[src/rtl/axi4_r_err_sender.sv]
// axi4_r_err_sender: merges the downstream R stream toward the upstream master
// and injects SLVERR bursts for AR transactions dropped on a translation miss.
// Optional build macro AXI4_R_ERR_DECERR_EN: error beats carry DECERR instead of SLVERR.
//
// state   | meaning
// --------+-----------------------------------------------------------------
// IDLE    | no burst locked; grant chosen per cycle (pending drop wins)
// FWD     | forwarded burst in flight, held until its rlast handshake
// ERR     | error burst for FIFO head in flight, held until its rlast handshake
module axi4_r_err_sender #(
   parameter int AXI_DATA_WIDTH  = 32,
   parameter int AXI_ID_WIDTH    = 4,
   parameter int AXI_USER_WIDTH  = 4,
   parameter int DROP_FIFO_DEPTH = 4
) (
   input  logic                      axi4_aclk,
   input  logic                      axi4_arstn,
   input  logic                      drop_valid,
   output logic                      drop_ready,
   input  logic [AXI_ID_WIDTH-1:0]   drop_id,
   input  logic [7:0]                drop_len,
   input  logic [AXI_USER_WIDTH-1:0] drop_user,
   input  logic [AXI_ID_WIDTH-1:0]   m_axi4_rid,
   input  logic [AXI_DATA_WIDTH-1:0] m_axi4_rdata,
   input  logic [1:0]                m_axi4_rresp,
   input  logic                      m_axi4_rlast,
   input  logic [AXI_USER_WIDTH-1:0] m_axi4_ruser,
   input  logic                      m_axi4_rvalid,
   output logic                      m_axi4_rready,
   output logic [AXI_ID_WIDTH-1:0]   s_axi4_rid,
   output logic [AXI_DATA_WIDTH-1:0] s_axi4_rdata,
   output logic [1:0]                s_axi4_rresp,
   output logic                      s_axi4_rlast,
   output logic [AXI_USER_WIDTH-1:0] s_axi4_ruser,
   output logic                      s_axi4_rvalid,
   input  logic                      s_axi4_rready,
   output logic                      busy
);

   localparam int PW = $clog2(DROP_FIFO_DEPTH);
   localparam int EW = AXI_ID_WIDTH + 8 + AXI_USER_WIDTH;

`ifdef AXI4_R_ERR_DECERR_EN
   localparam logic [1:0] ERR_RESP = 2'b11;
`else
   localparam logic [1:0] ERR_RESP = 2'b10;
`endif

   typedef enum logic [1:0] {ST_IDLE, ST_FWD, ST_ERR} state_e;

   state_e              state_q, state_d;
   logic [PW:0]         wr_ptr_q, wr_ptr_d;
   logic [PW:0]         rd_ptr_q, rd_ptr_d;
   logic [7:0]          beat_cnt_q, beat_cnt_d;
   logic [EW-1:0]       mem_q [DROP_FIFO_DEPTH];

   logic                empty, full, push, sel_err, hs;
   logic [EW-1:0]       head;
   logic [AXI_ID_WIDTH-1:0]   head_id;
   logic [7:0]                head_len;
   logic [AXI_USER_WIDTH-1:0] head_user;

   // FIFO status, grant selection and the muxed R channel outputs
   always_comb begin
      empty     = (wr_ptr_q == rd_ptr_q);
      full      = (wr_ptr_q[PW] != rd_ptr_q[PW]) &&
                  (wr_ptr_q[PW-1:0] == rd_ptr_q[PW-1:0]);
      head      = mem_q[rd_ptr_q[PW-1:0]];
      head_id   = head[EW-1 -: AXI_ID_WIDTH];
      head_len  = head[AXI_USER_WIDTH +: 8];
      head_user = head[AXI_USER_WIDTH-1:0];
      sel_err   = (state_q == ST_ERR) || ((state_q == ST_IDLE) && !empty);

      drop_ready    = axi4_arstn && !full;
      push          = drop_valid && drop_ready;
      busy          = axi4_arstn && (!empty || (state_q != ST_IDLE));

      s_axi4_rid    = '0;
      s_axi4_rdata  = '0;
      s_axi4_rresp  = 2'b00;
      s_axi4_rlast  = 1'b0;
      s_axi4_ruser  = '0;
      s_axi4_rvalid = 1'b0;
      m_axi4_rready = 1'b0;
      if (axi4_arstn) begin
         if (sel_err) begin
            s_axi4_rid    = head_id;
            s_axi4_rresp  = ERR_RESP;
            s_axi4_rlast  = (beat_cnt_q == head_len);
            s_axi4_ruser  = head_user;
            s_axi4_rvalid = 1'b1;
         end else begin
            s_axi4_rid    = m_axi4_rid;
            s_axi4_rdata  = m_axi4_rdata;
            s_axi4_rresp  = m_axi4_rresp;
            s_axi4_rlast  = m_axi4_rlast;
            s_axi4_ruser  = m_axi4_ruser;
            s_axi4_rvalid = m_axi4_rvalid;
            m_axi4_rready = s_axi4_rready;
         end
      end
      hs = s_axi4_rvalid && s_axi4_rready;
   end

   // Next-state: grant lock, beat counter and FIFO pointers
   always_comb begin
      state_d    = state_q;
      beat_cnt_d = beat_cnt_q;
      wr_ptr_d   = wr_ptr_q + {{PW{1'b0}}, push};
      rd_ptr_d   = rd_ptr_q;
      case (state_q)
         ST_IDLE: begin
            // lock as soon as a beat is shown unless it completes a burst now,
            // so a stalled beat can never be swapped for the other source
            if (s_axi4_rvalid && !(hs && s_axi4_rlast))
               state_d = sel_err ? ST_ERR : ST_FWD;
         end
         ST_FWD, ST_ERR: begin
            if (hs && s_axi4_rlast)
               state_d = ST_IDLE;
         end
         default: state_d = ST_IDLE;
      endcase
      if (hs && sel_err) begin
         if (s_axi4_rlast) begin
            beat_cnt_d = 8'd0;
            rd_ptr_d   = rd_ptr_q + {{PW{1'b0}}, 1'b1};
         end else begin
            beat_cnt_d = beat_cnt_q + 8'd1;
         end
      end
   end

   // Control registers with synchronous active-low reset
   always_ff @(posedge axi4_aclk) begin
      if (!axi4_arstn) begin
         state_q    <= ST_IDLE;
         wr_ptr_q   <= '0;
         rd_ptr_q   <= '0;
         beat_cnt_q <= 8'd0;
      end else begin
         state_q    <= state_d;
         wr_ptr_q   <= wr_ptr_d;
         rd_ptr_q   <= rd_ptr_d;
         beat_cnt_q <= beat_cnt_d;
      end
   end

   // Drop request storage; contents are don't-care until pointed at
   always_ff @(posedge axi4_aclk) begin
      if (push)
         mem_q[wr_ptr_q[PW-1:0]] <= {drop_id, drop_len, drop_user};
   end

endmodule

[config.mk]
export PLATFORM = sky130hd
export DESIGN_NAME = axi4_r_err_sender
export DESIGN_NICKNAME = d
export VERILOG_FILES = /design/src/rtl/axi4_r_err_sender.sv
export SDC_FILE = /design/constraint.sdc
export NUM_CORES = 1
export LEC_CHECK = 0
export CORE_MARGIN = 2
export CORE_UTILIZATION = 45
export CTS_CLUSTER_DIAMETER = 100
export DETAILED_ROUTE_END_ITERATION = 12
export PLACE_DENSITY = 0.76
export REMOVE_ABC_BUFFERS = 1
export SYNTH_ARGS = -nofsm -noshare
export SYNTH_HDL_FRONTEND = slang
export SYNTH_SLANG_ARGS = --single-unit
[constraint.sdc]
create_clock -name axi4_aclk -period 5.3 [get_ports axi4_aclk]
set_input_delay 1.59 -clock axi4_aclk [delete_from_list [all_inputs] [get_ports axi4_aclk]]
set_output_delay 1.59 -clock axi4_aclk [all_outputs]
set_load 0.05 [all_outputs]
==> run summary, run 1 <==
Notes on the flow run.

- The run finished with clean final reports.
- The number of H-tree levels is 3, for reference.
- The power density of the placed cells is 322 nW/um^2, for reference.
- Synthesis produced a netlist whose cell count is 271.
- The report lists the number of cells resized after CTS as 0.
- The number of warnings issued by yosys is 0, for reference.
- The total negative setup slack is 0 ps, for reference.
- The detailed router reported a total wirelength of 8330 um.
- According to the floorplan report, the total die area is 9030 um^2.
- The worst-case vdd ir drop is 0.248 mV, for reference.
- The highest-power group is registers, for reference.
- In the floorplan report the effective utilization is 0.458.
- The via count of the first global-routing pass is 2610, for reference.
- STA classifies the critical path endpoint as an output pin.
- The leakage component of the power was reported as 0.00202 uW.
- The number of primary I/O pins is 111, for reference.
- The endpoint of the most critical register-to-register path is state_q[0], for reference.
- No sink is reached through more buffers than the 2 on the longest clock path.
- Per STA, the worst path is made up of clkdlybuf4s50_1, o21a_1, clkdlybuf4s50_1.
- The number of remaining DRC errors is 0, for reference.
- The residual antenna-violating net count after detailed routing is 0, for reference.
- The register area share after synthesis is 0.612, for reference.
- Among all stages on the critical path, the maximum delay recorded is 800 ps.
- The flow inserted 105 tap cells.
- Post-synth the commonest register cell is edfxtp_1.
- STA classifies the critical path startpoint as an input port.
- Per the post-run analysis, buffers plus inverters along the critical path come to 2.
- The worst setup slack for register-to-register paths is 2470 ps, for reference.
- After synthesis, the netlist uses 41 different library cells.
- The hold violation total from the final report is 0, for reference.
- The pin count of the biggest net entering global routing is 36, for reference.
- Before any placement, the netlist area is recorded as 3730 um^2.
- The clock period minus final worst setup slack is 4780 ps, for reference.
- Per the layout report, the design carries 557 filler cells.
- For reference, the final report shows the max-slew violation count at 0.
- Hold analysis lists the worst path endpoint as state_q[1].
- The logs give a warning total of 26.
- The yosys cell count is 271, for reference.
- The mux cell area share after synthesis is 0.100, for reference.
- For reference, the post-synthesis area per instance comes to 13.8 um^2.
- For reference, the most critical setup path is categorized as in2out.
- The worst slew margin relative to its limit is 0.415, for reference.
- The kind of cell adding the most delay to the critical path is buffers and inverters, for reference.
- The power of the combinational group is 665 uW, for reference.
- The number of cells on the worst hold path is 2, for reference.
- Switching power as a fraction of the total was reported as 0.336.
- The area figure in the yosys stat output is 3730 um^2, for reference.
- Looking at hold timing, the worst path starts from state_q[1].
- The OpenROAD report gives the critical path a required time of 3710 ps.
- The critical path arrival is 3190 ps, for reference.
- The simple-gate share of the synthesized area is 0.151, for reference.
- The async set-reset flop share out of synthesis is 0, for reference.
- Looking at the worst setup and hold paths, the clock pins of their registers show a slew of 80 ps.
- The share of total power dissipated in sequential elements is 0.399.
- For the pin with the worst max-slew slack, the measured transition is 878 ps.
- In this run the worst path has a maximum fanout of 8.
- The first detailed-routing pass ran for 4 iterations.
- The layout report lists the clock-cell share of area as 0.0327.
- The buffer_ports step reported a buffer count of 110.
- The aoi/oai-family share of the synthesized area is 0.0389, for reference.
- The total clock buffers created by CTS is 9, for reference.
- The cell repeated most along the worst path is clkdlybuf4s50_1, for reference.
- The number of antenna diodes is 0, for reference.
- The total via count after detailed routing is 2585, for reference.
- The post-CTS setup-driven buffer insertion count is 0, for reference.
==> run 1: layer usage <==
layer | track usage | up-vias | wire (um) | part of all wire
met4 | 0.0640 | 0 | 132 | 0.016
met1 | 0.205 | 1229 | 3110 | 0.37
met5 | 0 | - | 0 | 0
li1 | - | 1220 | - | -
met3 | 0.0530 | 13 | 805 | 0.097
met2 | 0.356 | 123 | 4290 | 0.51
==> run 1: worst max-delay path by stage <==
stage / end / depth (start not counted)
3_3_place_gp: drop_ready / 3
5_1_grt: s_axi4_rdata[1] / 6
4_1_cts: drop_ready / 3
2_1_floorplan: m_axi4_rready / 3
6_report: drop_ready / 3
3_5_place_dp: drop_ready / 3
==> run 1: Yosys cell counts (2+ instances only) <==
cell       number  area share
edfxtp_1       64        0.52
and2_1         36       0.060
nand2_1        27       0.027
nor2_1         22       0.022
dfxtp_1        18       0.097
xnor2_1        16       0.038
mux4_2         15       0.091
a21oi_1        11       0.015
clkbuf_1        7      0.0070
inv_1           7      0.0070
ha_1            6       0.020
and3_1          4      0.0067
xor2_1          4      0.0094
a211oi_1        2      0.0040
nand4_1         2      0.0034
nor3b_1         2      0.0040
nor4b_1         2      0.0047
o2111ai_1       2      0.0047
o41ai_1         2      0.0047
==> run 1: state kept, by name, indices dropped and copies added (netlist names), named ones only <==
register and flops:
mem_q 64, beat_cnt_q 8, state_q 2, rd_ptr_q 3, wr_ptr_q 3
==> run 1: per-stage QoR <==
| step | setup slack (ps) | hold slack (ps) | area [um^2] | total power (uW) |
|---|---|---|---|---|
| 2_1_floorplan | 0.774 | 465 | 3660 | 1060 |
| 3_3_place_gp | 541 | 484 | 5410 | 1390 |
| 3_5_place_dp | 519 | 493 | 5410 | 1400 |
| 4_1_cts | 516 | 506 | 5590 | 1810 |
| 5_1_grt | 393 | 550 | 5590 | 1870 |
| 6_report | 519 | 501 | 5590 | 1800 |
==> run 1: worst min-delay path, stage by stage, from the launching register on <==
cell and delay, ps:
dfxtp_1 320, inv_1 70, o41ai_1 70
==> run 1: cell usage in the layout, fill, tap and decap left out, drive strengths merged <==
| master | Yosys | final |
|---|---|---|
| a311o | 1 | 1 |
| nor3 | 1 | 1 |
| nand4 | 3 | 3 |
| clkdlybuf4s50 | 0 | 64 |
| xor2 | 4 | 4 |
| clkinv | 0 | 2 |
| nor4 | 1 | 1 |
| edfxtp | 64 | 64 |
| o2111ai | 2 | 2 |
| clkbuf | 8 | 9 |
| or2 | 1 | 1 |
| inv | 7 | 11 |
| o21a | 1 | 1 |
| a21o | 1 | 1 |
| buf | 4 | 53 |
| o41ai | 2 | 2 |
| clkinvlp | 0 | 1 |
| nor2 | 22 | 22 |
| o22ai | 1 | 1 |
| nor3b | 2 | 2 |
| mux2i | 1 | 1 |
| or4b | 1 | 1 |
| and3 | 4 | 4 |
| a311oi | 1 | 1 |
| xnor2 | 17 | 17 |
| nand3 | 1 | 1 |
| nor4b | 2 | 2 |
| and2 | 36 | 36 |
| or3 | 1 | 1 |
| a21oi | 11 | 11 |
| or4bb | 1 | 1 |
| mux4 | 16 | 16 |
| nand2b | 1 | 1 |
| nand2 | 27 | 27 |
| ha | 6 | 6 |
| a211oi | 2 | 2 |
| dfxtp | 18 | 18 |
### Register map, names as in the netlist, run 1

Other sequential cells in the stronger grey, the rest of the logic in the fainter grey.
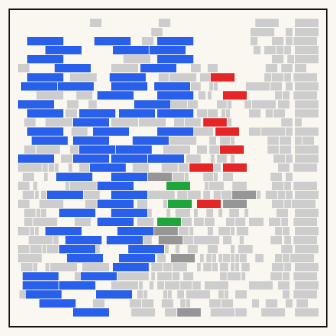
green -> rd_ptr_q  # sequential cells 3
red -> beat_cnt_q  # sequential cells 8
blue -> mem_q  # sequential cells 64
final core utilization: 0.687
proportion of cell area occupied by registers: 0.408
flip-flop and latch power: 718 uW
Reg area: 2280 um^2

### PDN straps and rails, run 1

Pins as bars on the die edge. Tap cells in grey.
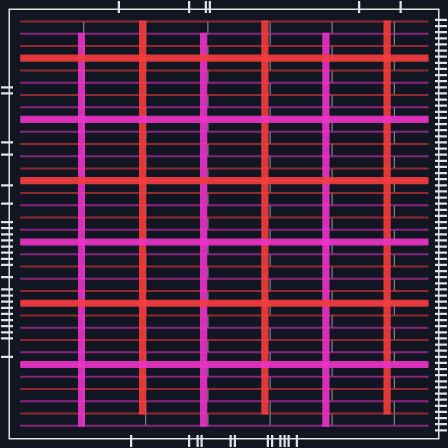
red -> VDD
magenta -> VSS
met5 straps = 6
signal pins = 111
met4 straps = 6
met1 rails = 34
CORE AREA: 8130 um^2
die x size: 95.0 um
die height: 95.0 um

### Clock wires, drivers and flops, run 1

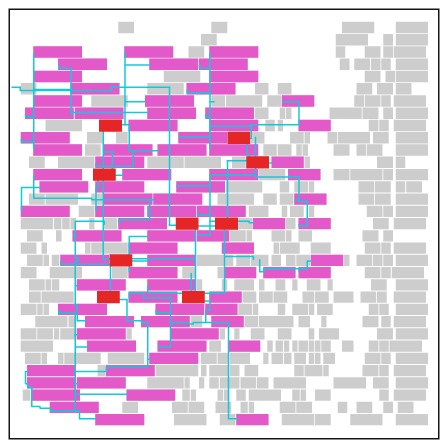
cyan -> clock wires  # length 862 um
magenta -> flip-flops  # count 82
red -> cells driving clock nets  # count 9
routed clock nets = 10
latest clock arrival within the worst-skew pair: 340 ps
part of the total power dissipated in the clock network: 0.231
Clk. pwr: 416 uW

### Track usage over the die, run 1

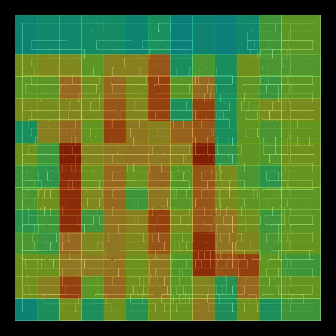
Routed WL per cell: 16.8 um
Global Route Usage Sum: 0.190
global routing usage on met1: 0.205
layer with the highest usage: met2
met3 Use GR: 0.0530

==> inputs of run 2 (changes only) <==
CORE_ASPECT_RATIO = 0.8   (was default)
CORE_MARGIN = default   (was 2)
### PDN straps and rails, run 2

Pins as bars on the die edge. Tap cells in grey.
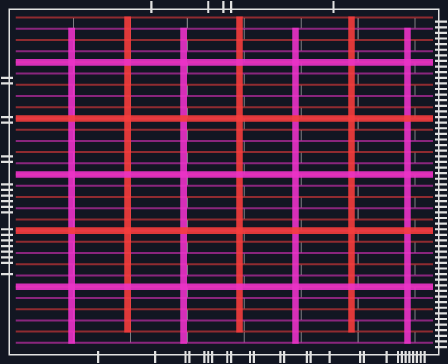
magenta -> VSS
red -> VDD
tap cells = 108
rows = 29
met1 rails = 30
met5 straps = 5
die x size: 104 um
die height: 83.4 um
highest ir drop seen on vdd: 0.197 mV

==> run 2 against run 1 <==
  * Combinational power barely moved
  * Clock power down 7.5%
  * Synthesized area unchanged
  * Critical endpoint unchanged
  * Sequential power is essentially flat
  * Clock-buffer cell count increased by 2
  * Via count hardly changed
  * Register-to-register slack better by 60 ps
  * Fmax fell by 0.40%
  * Largest power group unchanged
  * Sequential cell count unchanged
==> run summary, run 2 <==
Notes on the flow run.

- The core box area is 7980 um^2 (was 8130 um^2), for reference.
- The mux cell area share after synthesis is 0.100 (unchanged), for reference.
- The total wire length after detailed routing is 8620 um (was 8330 um).
- The tightest hold margin is 519 ps (was 501 ps), for reference.
- The total via count after detailed routing was 2584 (was 2585).
- The number of pins with negative max-slew slack in the final report was 0 (unchanged).
- The cell repeated most along the worst path is clkdlybuf4s50_1 (unchanged).
- The area figure in the yosys stat output is 3730 um^2 (unchanged), for reference.
- The data required time of the critical path came to 3710 ps (about the same).
- The met1 track demand over resource was 0.268 (was 0.205).
- The area of the mapped netlist is 3730 um^2 (unchanged), for reference.
- The placed wire-length estimate after detailed placement is 6480 um (was 6300 um), for reference.
- The type of origin of the critical path is an input port (unchanged), for reference.
- The total negative setup slack came to 0 ps (unchanged).
- Top post-synthesis cells by area: edfxtp_1, dfxtp_1, mux4_2 (unchanged).
- The cell type with the largest total area after synthesis is edfxtp_1 (unchanged).
- The power density of the placed cells was 318 nW/um^2 (was 322 nW/um^2).
- The row count was 29 (was 33).
- The actual slew at the worst max-slew pin was 874 ps (was 878 ps).
- The most heavily used metal layer in global routing is met2 (unchanged), for reference.
- The met2 usage in global routing is 0.359 (was 0.356), for reference.
- The chip footprint is 8660 um^2 (was 9030 um^2).
- The yosys cell count came to 271 (unchanged).
- The number of detailed-routing iterations run before antenna repair was 4 (unchanged).
- The routed length per placed instance came to 17.2 um (was 16.8 um).
- The count of cell types in the netlist is 41 (unchanged).
- The dominant combinational cell family by area after synthesis is simple AND/OR/NAND/NOR gates (unchanged), for reference.
- The clock insertion delay at the later pin of the skew report is 340 ps (about the same), for reference.
- Status: finished clean (unchanged).
- The clock period minus final worst setup slack is 4800 ps (was 4780 ps), for reference.
- The area share of the largest cell type after synthesis is 0.515 (unchanged), for reference.
- The number of H-tree levels came to 3 (unchanged).
- The peak fanout along the critical path is 8 (unchanged), for reference.
- The number of filler instances in the final layout was 575 (was 557).
- The count of instances resized after the clock tree is built is 0 (unchanged), for reference.
- The first-pass GRT wire length was 13700 um (was 12900 um).
- The clock tree from TritonCTS is yes (unchanged), for reference.
- The residual antenna-violating net count after detailed routing is 0 (unchanged), for reference.
- The delay of the slowest cell on the worst path is 800 ps (about the same).
- The aoi/oai-family share of the synthesized area is 0.0389 (unchanged).
- The number of warnings issued by yosys is 0 (unchanged), for reference.
- The number of remaining DRC errors came to 0 (unchanged).
- The kind of critical path is in2out (unchanged).
- Most frequent logic cells in the routed design: clkdlybuf4s50_1, edfxtp_1, buf_12, and2_1, nand2_1 (unchanged).
- The met3 routing resource usage after global routing is 0.0597 (was 0.0530), for reference.
- The main flop type after synthesis is edfxtp_1 (unchanged), for reference.
- The cell count after synthesis came to 271 (unchanged).
- The endpoint type of the worst setup path is an output pin (unchanged), for reference.
- The post-CTS setup-driven buffer insertion count was 0 (unchanged).
- The pin count of the biggest net entering global routing is 36 (unchanged), for reference.
- The number of flops mapped to enable cells by yosys is 64 (unchanged), for reference.
- The post-CTS clock slew at the launch and capture registers of the worst setup and hold paths was 80 ps (about the same).
- The post-synthesis cell type with the largest instance count is edfxtp_1 (unchanged).
- The average footprint of a synthesized cell came to 13.8 um^2 (unchanged).
- The count of buffers inserted at the top-level ports was 110 (unchanged).
- Cell Chain, Critical Path: clkdlybuf4s50_1, o21a_1, clkdlybuf4s50_1 (unchanged).
- The share of the core filled with cells in the final layout is 0.697 (was 0.687), for reference.
- Cell types with the highest counts after synthesis: edfxtp_1, and2_1, nand2_1, nor2_1, dfxtp_1 (unchanged).
- The worst slew margin relative to its limit came to 0.417 (was 0.415).
- The hold buffer count at CTS is 0 (unchanged), for reference.
- The number of antenna diodes came to 0 (unchanged).
- The async set-reset flop share out of synthesis is 0 (unchanged), for reference.
- The leakage component of the power came to 0.00201 uW (was 0.00202 uW).
- The maximum buffer depth of the clock tree came to 2 (unchanged).
- The starting density of the core is 0.467 (was 0.458), for reference.
- The hold violation total from the final report is 0 (unchanged).
- The simple-gate share of the synthesized area was 0.151 (unchanged).
- The via count of the first global-routing pass came to 2566 (was 2610).
- The total number of warnings across the stage logs is 26 (unchanged), for reference.
- The number of primary I/O pins came to 111 (unchanged).
- The register area share after synthesis is 0.612 (unchanged), for reference.
- The aggregate global-route resource usage is 0.212 (was 0.190), for reference.
- The total clock buffers created by CTS is 9 (unchanged), for reference.
## run 2: cell counts after synthesis
No cell type changed its count.
## run 2: stage by stage
step | cells | area, um^2 | power (uW) | setup WS (ps)
final | 501 | 5570 | 1770 | 500
after detailed placement | 485 | 5400 | 1400 | 497
after global placement | 485 | 5400 | 1390 | 493
after global routing | 501 | 5570 | 1830 | 400
after CTS | 501 | 5570 | 1780 | 483
after floorplan | 259 | 3660 | 1060 | 0.774
## run 2: final timing paths
check / from / endpoint / slack (ps) / depth (start not counted)
worst max-delay path: axi4_arstn / drop_ready / 500 / 3
worst min-delay path: state_q[1] / state_q[1] / 520 / 2
worst max register to register: wr_ptr_q[1] / state_q[0] / 2530 / 7
worst min register to register: state_q[1] / state_q[1] / 520 / 2
## run 2: routing by layer
metal	up-vias	wire, um
li1	1219	-
met1	1238	3600
met2	121	4270
met3	6	664
met4	0	91
met5	-	0
## run 2: area by class of cell
class / instances / area [um^2] / area share
flip-flops and latches: 82 / 2280 / 0.410
repair buffers: 118 / 1600 / 0.287
multi-input cells: 170 / 1360 / 0.245
well taps: 108 / 135 / 0.0243
clock buffers: 11 / 131 / 0.0236
clock inverters: 5 / 31.3 / 0.00562
inverters: 7 / 26.3 / 0.00472
## run 2: kinds of logic after synthesis
kind of cell / Yosys count
and+or+nand+nor: 104
AOI/OAI and AO/OA: 22
xor gates and xnor gates: 21
buffers and inverters: 19
adders and majority gates: 6
DFF: 82
muxes: 17
## run 2: worst max-delay path: cells and delay by family
kind / cells / cell delay [ps]
compound gates: 1 / 190
buf+inv: 2 / 1420
## run 2: where the power goes
part	total, uW	internal (uW)	leakage, uW	switching [uW]
registers	718	710	0.000727	7.76
clock network	385	170	0.0000835	216
logic	667	302	0.00120	364
total	1770	1180	0.00201	588
==> inputs of run 3 (changes only) <==
CAP_MARGIN = 0   (was default)
TNS_END_PERCENT = 10   (was default)
### Clock wires, drivers and flops, run 3

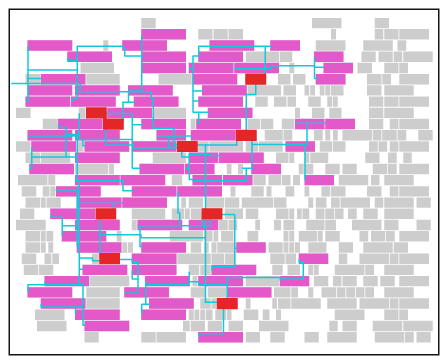
magenta -> flip-flops  # count 82
red -> cells driving clock nets  # count 9
cyan -> clock wires  # length 877 um
routed clock nets = 10
part of the total power dissipated in the clock network: 0.218
largest clock skew in the final design: 7.33 ps
Clk. pwr: 385 uW

==> run 3 against run 2 <==
  * Clock power barely moved
  * Sequential cell count is the same
  * Wire length is the same
  * Setup slack unchanged
  * Critical path depth is the same
  * Non-clock buffer count unchanged
  * Register-to-register slack is essentially flat
  * Clock skew unchanged
  * Cell count unchanged
  * Clock-buffer cell count is the same
==> run summary, run 3 <==
Notes on the flow run.

- The hold violation total from the final report is 0 (unchanged).
- The actual slew at the worst max-slew pin is 874 ps (unchanged), for reference.
- The critical path arrival is 3210 ps (about the same), for reference.
- The number of warnings issued by yosys is 0 (unchanged), for reference.
- The number of primary I/O pins is 111 (unchanged), for reference.
- The post-CTS clock slew at the launch and capture registers of the worst setup and hold paths is 80 ps (about the same), for reference.
- The chip footprint is 8660 um^2 (unchanged), for reference.
- The maximum buffer depth of the clock tree is 2 (unchanged), for reference.
- The number of pins with negative max-slew slack in the final report came to 0 (unchanged).
- The number of H-tree levels came to 3 (unchanged).
- The kind of critical path is in2out (unchanged).
- The worst hold path startpoint is state_q[1] (unchanged).
- The logic depth of the worst register-to-register path was 7 (unchanged).
- The row count came to 29 (unchanged).
- The total negative setup slack came to 0 ps (unchanged).
- The count of instances resized after the clock tree is built is 0 (unchanged), for reference.
- The origin of the critical flop-to-flop path is wr_ptr_q[1] (unchanged), for reference.
- The area of the mapped netlist was 3730 um^2 (unchanged).
- The number of filler instances in the final layout was 575 (unchanged).
- The met2 usage in global routing was 0.359 (unchanged).
- The hold buffer count at CTS is 0 (unchanged), for reference.
- Status: finished clean (unchanged).
- The endpoint type of the worst setup path is an output pin (unchanged), for reference.
- The number of cells on the worst hold path was 2 (unchanged).
- The power density of the placed cells came to 318 nW/um^2 (unchanged).
- Cell types with the highest counts after synthesis: edfxtp_1, and2_1, nand2_1, nor2_1, dfxtp_1 (unchanged).
- The area figure in the yosys stat output is 3730 um^2 (unchanged), for reference.
- The clock period minus final worst setup slack came to 4800 ps (unchanged).
- The total clock buffers created by CTS is 9 (unchanged), for reference.
- The most heavily used metal layer in global routing is met2 (unchanged).
- The via count of the first global-routing pass is 2566 (unchanged).
- The residual antenna-violating net count after detailed routing is 0 (unchanged), for reference.
- The total number of warnings across the stage logs came to 26 (unchanged).
- The horizontal die dimension is 104 um (unchanged), for reference.
- The pin count of the biggest net entering global routing was 36 (unchanged).
- The cell count after placement was 485 (unchanged).
- The register area share after synthesis is 0.612 (unchanged), for reference.
- The core box area is 7980 um^2 (unchanged), for reference.
- The number of detailed-routing iterations run before antenna repair is 4 (unchanged), for reference.
- The peak fanout along the critical path was 8 (unchanged).
- The number of antenna diodes is 0 (unchanged), for reference.
- The clock insertion delay at the later pin of the skew report was 340 ps (about the same).
- The total wire length after detailed routing is 8620 um (unchanged), for reference.
- The summed area of non-filler cells in the final layout is 5570 um^2 (unchanged), for reference.
- The cell type with the largest total area after synthesis is edfxtp_1 (unchanged), for reference.
- The chip height was 83.4 um (unchanged).
- The post-CTS setup-driven buffer insertion count came to 0 (unchanged).
- Most frequent logic cells in the routed design: clkdlybuf4s50_1, edfxtp_1, buf_12, and2_1, nand2_1 (unchanged).
- The total via count after detailed routing is 2584 (unchanged), for reference.
- The starting density of the core is 0.467 (unchanged), for reference.
- The number of remaining DRC errors was 0 (unchanged).
- The flip-flop count of the largest register after layout is 64 (unchanged), for reference.
- The met3 routing resource usage after global routing is 0.0597 (unchanged), for reference.
- The clock tree from TritonCTS is yes (unchanged).
-- run 3: cell counts in the layout (fill, tap and decap cells not counted) --
No cell type changed its count.
-- run 3: per-stage QoR --
step | worst slack, ps | utilization
after floorplan | 0.774 | -
after global placement | 493 | 0.677
after detailed placement | 497 | 0.677
after CTS | 483 | 0.697
after global routing | 400 | 0.697
final | 500 | 0.697
-- run 3: worst max path at each step --
stage / start / end / slack (ps)
4_1_cts: axi4_arstn / s_axi4_rdata[3] / 480
6_report: axi4_arstn / drop_ready / 500
5_1_grt: axi4_arstn / s_axi4_rdata[3] / 400
2_1_floorplan: axi4_arstn / m_axi4_rready / 0.8
3_3_place_gp: axi4_arstn / drop_ready / 490
3_5_place_dp: axi4_arstn / drop_ready / 500
-- run 3: critical path, stage by stage --
cell and delay (ps):
clkdlybuf4s50_1 620, o21a_1 190, clkdlybuf4s50_1 800
-- run 3: routing by layer --
layer  vias to the layer above  wire [um]
met4                         0         91
met1                      1238       3600
met5                         -          0
met3                         6        664
met2                       121       4270
li1                       1219          -
-- run 3: cells by family after synthesis --
group,after synthesis,share of synthesized area
muxes,17,0.100
and+or+nand+nor,104,0.151
buffers and inverters,19,0.0262
DFF,82,0.612
AOI/OAI and AO/OA,22,0.0389
xor gates and xnor gates,21,0.0513
adders and majority gates,6,0.0201
-- run 3: final cells by class --
| cell class | instances | area [um^2] | area share |
|---|---|---|---|
| well taps | 108 | 135 | 0.0243 |
| multi-input cells | 170 | 1360 | 0.245 |
| inverters | 7 | 26.3 | 0.00472 |
| clock buffers | 11 | 131 | 0.0236 |
| flip-flops and latches | 82 | 2280 | 0.410 |
| clock inverters | 5 | 31.3 | 0.00562 |
| repair buffers | 118 | 1600 | 0.287 |
-- run 3: report_power, final --
| part | total, uW | leakage (uW) | switching, uW | internal [uW] |
|---|---|---|---|---|
| Combinational | 667 | 0.00120 | 364 | 302 |
| Sequential | 718 | 0.000727 | 7.76 | 710 |
| Clock | 385 | 0.0000835 | 216 | 170 |
| Total | 1770 | 0.00201 | 588 | 1180 |
Power is estimated from default activity; no workload was simulated.
